==> config.mk <==
export PLATFORM = sky130hd
export DESIGN_NAME = cgra_exec_ctrl
export DESIGN_NICKNAME = d
export VERILOG_FILES = /design/src/rtl/cgra_exec_pkg.sv /design/src/rtl/cgra_exec_en_pipe.sv /design/src/rtl/cgra_exec_ctrl.sv
export SDC_FILE = /design/constraint.sdc
export NUM_CORES = 1
export LEC_CHECK = 0
export CORE_ASPECT_RATIO = 1.1
export CORE_MARGIN = 2
export CORE_UTILIZATION = 50
export DETAILED_ROUTE_END_ITERATION = 6
export HOLD_SLACK_MARGIN = 0.08
export PLACE_DENSITY = 0.94
export SYNTH_ARGS = -nofsm -noshare
export SYNTH_HDL_FRONTEND = slang
export SYNTH_SLANG_ARGS = --single-unit
==> constraint.sdc <==
create_clock -name clk -period 3.35 [get_ports clk]
set_input_delay 0.5025 -clock clk [delete_from_list [all_inputs] [get_ports clk]]
set_output_delay 0.5025 -clock clk [all_outputs]
set_load 0.02 [all_outputs]
==> src/rtl/cgra_exec_pkg.sv <==
// Shared types and helpers for the CGRA execution controller.
package cgra_exec_pkg;

  typedef enum logic [1:0] {
    IDLE      = 2'd0,
    WAIT_DATA = 2'd1,
    PROCESS   = 2'd2,
    DONE      = 2'd3
  } state_t;

  // Widest counter the saturating helper supports.
  localparam int unsigned SAT_W = 64;

  // Increment that sticks at max instead of wrapping.
  function automatic logic [SAT_W-1:0] sat_inc(input logic [SAT_W-1:0] value,
                                               input logic [SAT_W-1:0] max);
    return (value >= max) ? value : value + SAT_W'(1);
  endfunction

endpackage

==> src/rtl/cgra_exec_en_pipe.sv <==
// Fixed-depth delay line carrying the go decision to the array enable.
module cgra_exec_en_pipe #(
  parameter int unsigned DEPTH = 3
) (
  input  logic clk,
  input  logic rst_n,
  input  logic clr,
  input  logic din,
  output logic dout
);

  logic [DEPTH-1:0] stages;

  if (DEPTH == 1) begin : g_single
    // Single stage: register din directly.
    always_ff @(posedge clk or negedge rst_n) begin
      if (!rst_n)   stages <= '0;
      else if (clr) stages <= '0;
      else          stages <= din;
    end
  end else begin : g_multi
    // Shift din in at bit 0; the oldest sample leaves at the top.
    always_ff @(posedge clk or negedge rst_n) begin
      if (!rst_n)   stages <= '0;
      else if (clr) stages <= '0;
      else          stages <= {stages[DEPTH-2:0], din};
    end
  end

  // Output is the last stage.
  always_comb dout = stages[DEPTH-1];

endmodule

==> src/rtl/cgra_exec_ctrl.sv <==
// Execution controller: sequences fetch/fill/process/done and drives the PE enable.
module cgra_exec_ctrl
  import cgra_exec_pkg::*;
#(
  parameter int unsigned NUM_IN     = 8,
  parameter int unsigned NUM_OUT    = 8,
  parameter int unsigned EN_LATENCY = 3,
  parameter int unsigned CNT_W      = 32
) (
  input  logic               clk,
  input  logic               rst_n,
  input  logic               start,
  input  logic               abort,
  input  logic [NUM_IN-1:0]  read_fifo_mask,
  input  logic [NUM_OUT-1:0] write_fifo_mask,
  input  logic [NUM_IN-1:0]  available_read,
  input  logic [NUM_IN-1:0]  available_pop,
  input  logic [NUM_IN-1:0]  read_fifo_done,
  input  logic [NUM_OUT-1:0] available_write,
  input  logic [NUM_OUT-1:0] available_push,
  input  logic [NUM_OUT-1:0] write_fifo_done,
  output logic               en,
  output logic [NUM_IN-1:0]  en_fetch_data,
  output logic               busy,
  output logic               done,
  output logic [CNT_W-1:0]   exec_cycles,
  output logic [CNT_W-1:0]   stall_cycles
);

  localparam logic [CNT_W-1:0] CNT_MAX = '1;

  state_t             state, state_next;
  logic [NUM_IN-1:0]  rmask;
  logic [NUM_OUT-1:0] wmask;
  logic               ready_q;
  logic               all_wr_done;
  logic               go;
  logic               start_ok;
  logic               pipe_clr;

  // Queue status reduced against the latched masks; unmasked queues never gate.
  always_comb begin
    all_wr_done = &(write_fifo_done | ~wmask);
    go          = (state == PROCESS) && !all_wr_done
                  && (&(available_read | read_fifo_done | ~rmask))
                  && (&(available_write | ~wmask));
  end

  // Next-state decode; abort overrides every transition including start.
  always_comb begin
    state_next = state;
    start_ok   = 1'b0;
    case (state)
      IDLE:      if (start) begin state_next = WAIT_DATA; start_ok = 1'b1; end
      WAIT_DATA: if (ready_q) state_next = PROCESS;
      PROCESS:   if (all_wr_done) state_next = DONE;
      DONE:      if (start) begin state_next = WAIT_DATA; start_ok = 1'b1; end
      default:   state_next = IDLE;
    endcase
    if (abort) begin
      state_next = IDLE;
      start_ok   = 1'b0;
    end
    pipe_clr = abort || ((state == PROCESS) && (state_next != PROCESS));
    busy     = (state == WAIT_DATA) || (state == PROCESS);
    done     = (state == DONE);
  end

  // State register.
  always_ff @(posedge clk or negedge rst_n) begin
    if (!rst_n) state <= IDLE;
    else        state <= state_next;
  end

  // Run context: masks and fetch enables latched on an accepted start.
  // ready_q is forced low on start so WAIT_DATA never acts on a value
  // computed against the previous run's masks.
  always_ff @(posedge clk or negedge rst_n) begin
    if (!rst_n) begin
      rmask         <= '0;
      wmask         <= '0;
      en_fetch_data <= '0;
      ready_q       <= 1'b0;
    end else begin
      if (abort) begin
        en_fetch_data <= '0;
      end else if (start_ok) begin
        rmask         <= read_fifo_mask;
        wmask         <= write_fifo_mask;
        en_fetch_data <= read_fifo_mask;
      end
      ready_q <= start_ok ? 1'b0
                          : ((&(available_pop | ~rmask)) && (&(available_push | ~wmask)));
    end
  end

  // Performance counters: cleared on start, saturating, frozen on abort.
  always_ff @(posedge clk or negedge rst_n) begin
    if (!rst_n) begin
      exec_cycles  <= '0;
      stall_cycles <= '0;
    end else if (start_ok) begin
      exec_cycles  <= '0;
      stall_cycles <= '0;
    end else if ((state == PROCESS) && !abort) begin
      exec_cycles <= CNT_W'(sat_inc(SAT_W'(exec_cycles), SAT_W'(CNT_MAX)));
      if (!go) stall_cycles <= CNT_W'(sat_inc(SAT_W'(stall_cycles), SAT_W'(CNT_MAX)));
    end
  end

  cgra_exec_en_pipe #(.DEPTH(EN_LATENCY)) u_en_pipe (
    .clk   (clk),
    .rst_n (rst_n),
    .clr   (pipe_clr),
    .din   (go),
    .dout  (en)
  );

endmodule

The metal 2 layer:
(4 px per um)
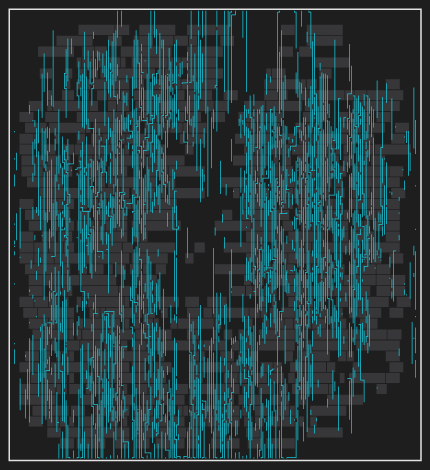
nets with wire on the layer	725
longest straight run	38.1 um
WL final: 16000 um
via count: 5424
M2 GR Usage: 0.464

The clock network:
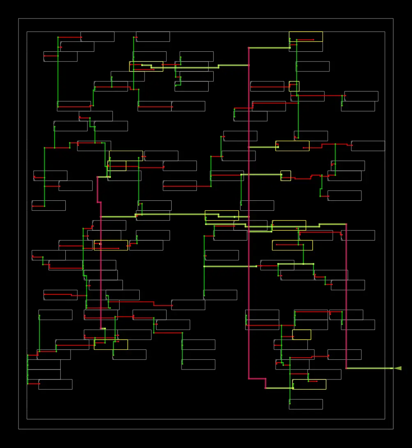
Clock Skew: 0.00487 ns
TritonCTS buffer count: 9
Clk. pwr: 1.04 mW
Flops: 94
Clock buffer cells: 11

==> job_summary.md <==
### Yosys + OpenROAD results

| Metric | Value |
|---|---|
| Post-synth EDFFs | 0 |
| Flop pwr share | 0.390 |
| Top cell family by delay on the critical path | simple AND/OR/NAND/NOR gates |
| Top power group | sequential cells |
| Final worst slack | 0.601 ns |
| Overall power | 3.64 mW |
| F_max | 364 MHz |
| # setup viols final | 0 |
| DR vias/cell | 6.08 |
| Syn Inst Count | 611 |
| Rel. slew slack | 0.464 |
| Max VDD drop | 0.000456 V |
| NetSw | 1.28 mW |
| Internal Dissipation | 2.36 mW |
| Vias in the first global route | 5313 |
| Tightest Pin Transition | 0.804 ns |
| And-or/or-and share of the synthesized area | 0.133 |
| # DRC | 0 |
| Nets | 819 |
| Final antenna-violating net count | 0 |
| Clock share of power | 0.287 |
| Crit Path Class | reg -> reg |
| Clk cell area share | 0.0416 |
| Worst-case clock buffer depth | 2 |
| Post-CTS Hold Fix Bufs | 0 |
| Comb area leader | simple AND/OR/NAND/NOR gates |
| Top cell category | multi-input combinational cells |
| R2r setup slk | 0.60 ns |
| P_seq | 1.42 mW |
| CTS resizes | 0 |
| Placed cell count | 878 |
| Worst-path cell chain | inv_1 > ha_1 > a21oi_1 > nor2_1 > nand2_1 > or4_1 > a21oi_1 |
| Crit-path max cell delay | 0.55 ns |
| Yosys cell types | 55 |
| RSZ-0062 raised after global routing | false |
| Pre-placement core utilization | 0.514 |
| Flop share of the area | 0.328 |
| Yosys chip area | 5340 um^2 |
| Critical Path AT | 3.03 ns |
| Buf+Inv Stages, Crit Path | 1 |
| CORE AREA | 10400 um^2 |
| Crit path depth | 7 |
| Cycle use final | 0.820 |
| Comb gates | 462 |
| GRT Overall Usage | 0.285 |
| Simple share | 0.322 |
| Async set-reset flop share out of synthesis | 1.00 |
| Syn_nets | 684 |
| Nonclk buf count | 155 |
| Root Buffer | clkbuf_16 |
| FF-to-FF Start | state[0] |
| Logic share of the area | 0.381 |
| DP Wirelength | 11600 um |
| # port buffers | 142 |
| Multiplexer share | 0.00749 |
| P&R area growth vs syn | 34.1% |
| Power per cell area | 508 nW/um^2 |
| Total number of yosys warnings | 0 |
| Clock transition at the registers of the reported paths | 0.06 ns |
| Status | completed |
| Power Combinational | 1.18 mW |
| Post-route minimum period | 2.75 ns |
| Ant diodes | 0 |
| Final Hold Fails | 0 |
| H-tree levels | 3 |
| Log Warnings | 28 |
| Clock Sink Count | 94 |
| WHS | 0.232 ns |
| Setup TNS | 0 ns |
| Final Slew Violations | 0 |
| Most Frequent Cell on Critical Path | a21oi_1 |
| CTS tree | built |
| Seq share, synth | 0.440 |
| DR pass1 iterations | 6 |
| Finished Layout Cells | 892 |
| RePlAce Congestion | 0.948 |
| Fill count | 802 |
| Max Cap Viol | 0 |
| CP startpoint kind | flop |
| Leak pwr | 2.89 nW |
Placed cells, one colour a class:
(3 px per um) Fill, decap, tap and diode cells in grey.
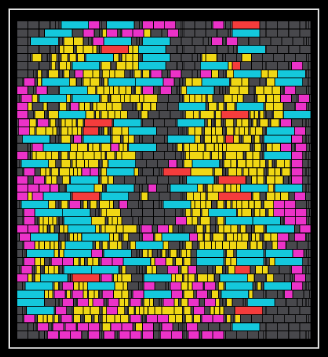
class	colour	cells	share of their area
other buffers and delay cells	magenta	155	22%
clock drivers and dummy loads	red	14	4.3%
flops	cyan	94	34%
all other logic	yellow	486	40%
Core Rows: 39
Final Util: 0.690
Final Instance Area: 7170 um^2

## registers in the layout (all words and copies together), names as in the netlist
signal and count:
exec_cycles 32, stall_cycles 32, en_fetch_data 8, rmask 8, wmask 8, u_en_pipe.stages 3
state 2, ready_q 1
## routing by layer
| metal | track usage | vias up | wire length, um | part of all wire |
|---|---|---|---|---|
| met2 | 0.464 | 287 | 8020 | 0.50 |
| met4 | 0.132 | 0 | 503 | 0.031 |
| met5 | 0 | - | 0 | 0 |
| met1 | 0.370 | 2596 | 6320 | 0.39 |
| met3 | 0.0479 | 43 | 1170 | 0.073 |
| li1 | - | 2498 | - | - |
## cells in the mapped netlist, drive strengths merged, types with 15 or more instances
cell type / count / area, um^2
o31ai: 15 / 118
a21oi: 41 / 220
clkbuf: 21 / 80.1
nand3: 33 / 165
nand4: 35 / 219
xor2: 18 / 158
inv: 23 / 86.3
o21ai: 37 / 185
and3: 19 / 119
nor2: 36 / 135
or3: 19 / 119
nand2: 78 / 309
dfrtp: 94 / 2350
or4: 15 / 113
## cells in the final DEF (no fill, tap or decap), types with 10 or more instances in the layout
master / synthesis / layout
or3_1: 19 / 19
o31ai_1: 14 / 14
o21ai_0: 36 / 36
buf_4: 0 / 14
dfrtp_1: 94 / 94
nor3_1: 12 / 12
xor2_1: 18 / 18
or4_1: 15 / 15
o22ai_1: 12 / 12
inv_1: 22 / 22
nand4_1: 35 / 35
nand2_1: 77 / 77
nor2_1: 36 / 36
nand2b_1: 10 / 10
a21oi_1: 37 / 37
clkdlybuf4s50_1: 0 / 141
and2_1: 14 / 14
nand3_1: 33 / 33
nor4_1: 12 / 12
and3_1: 19 / 19
Power figures rest on the tool's default switching activity, not on a simulated workload.
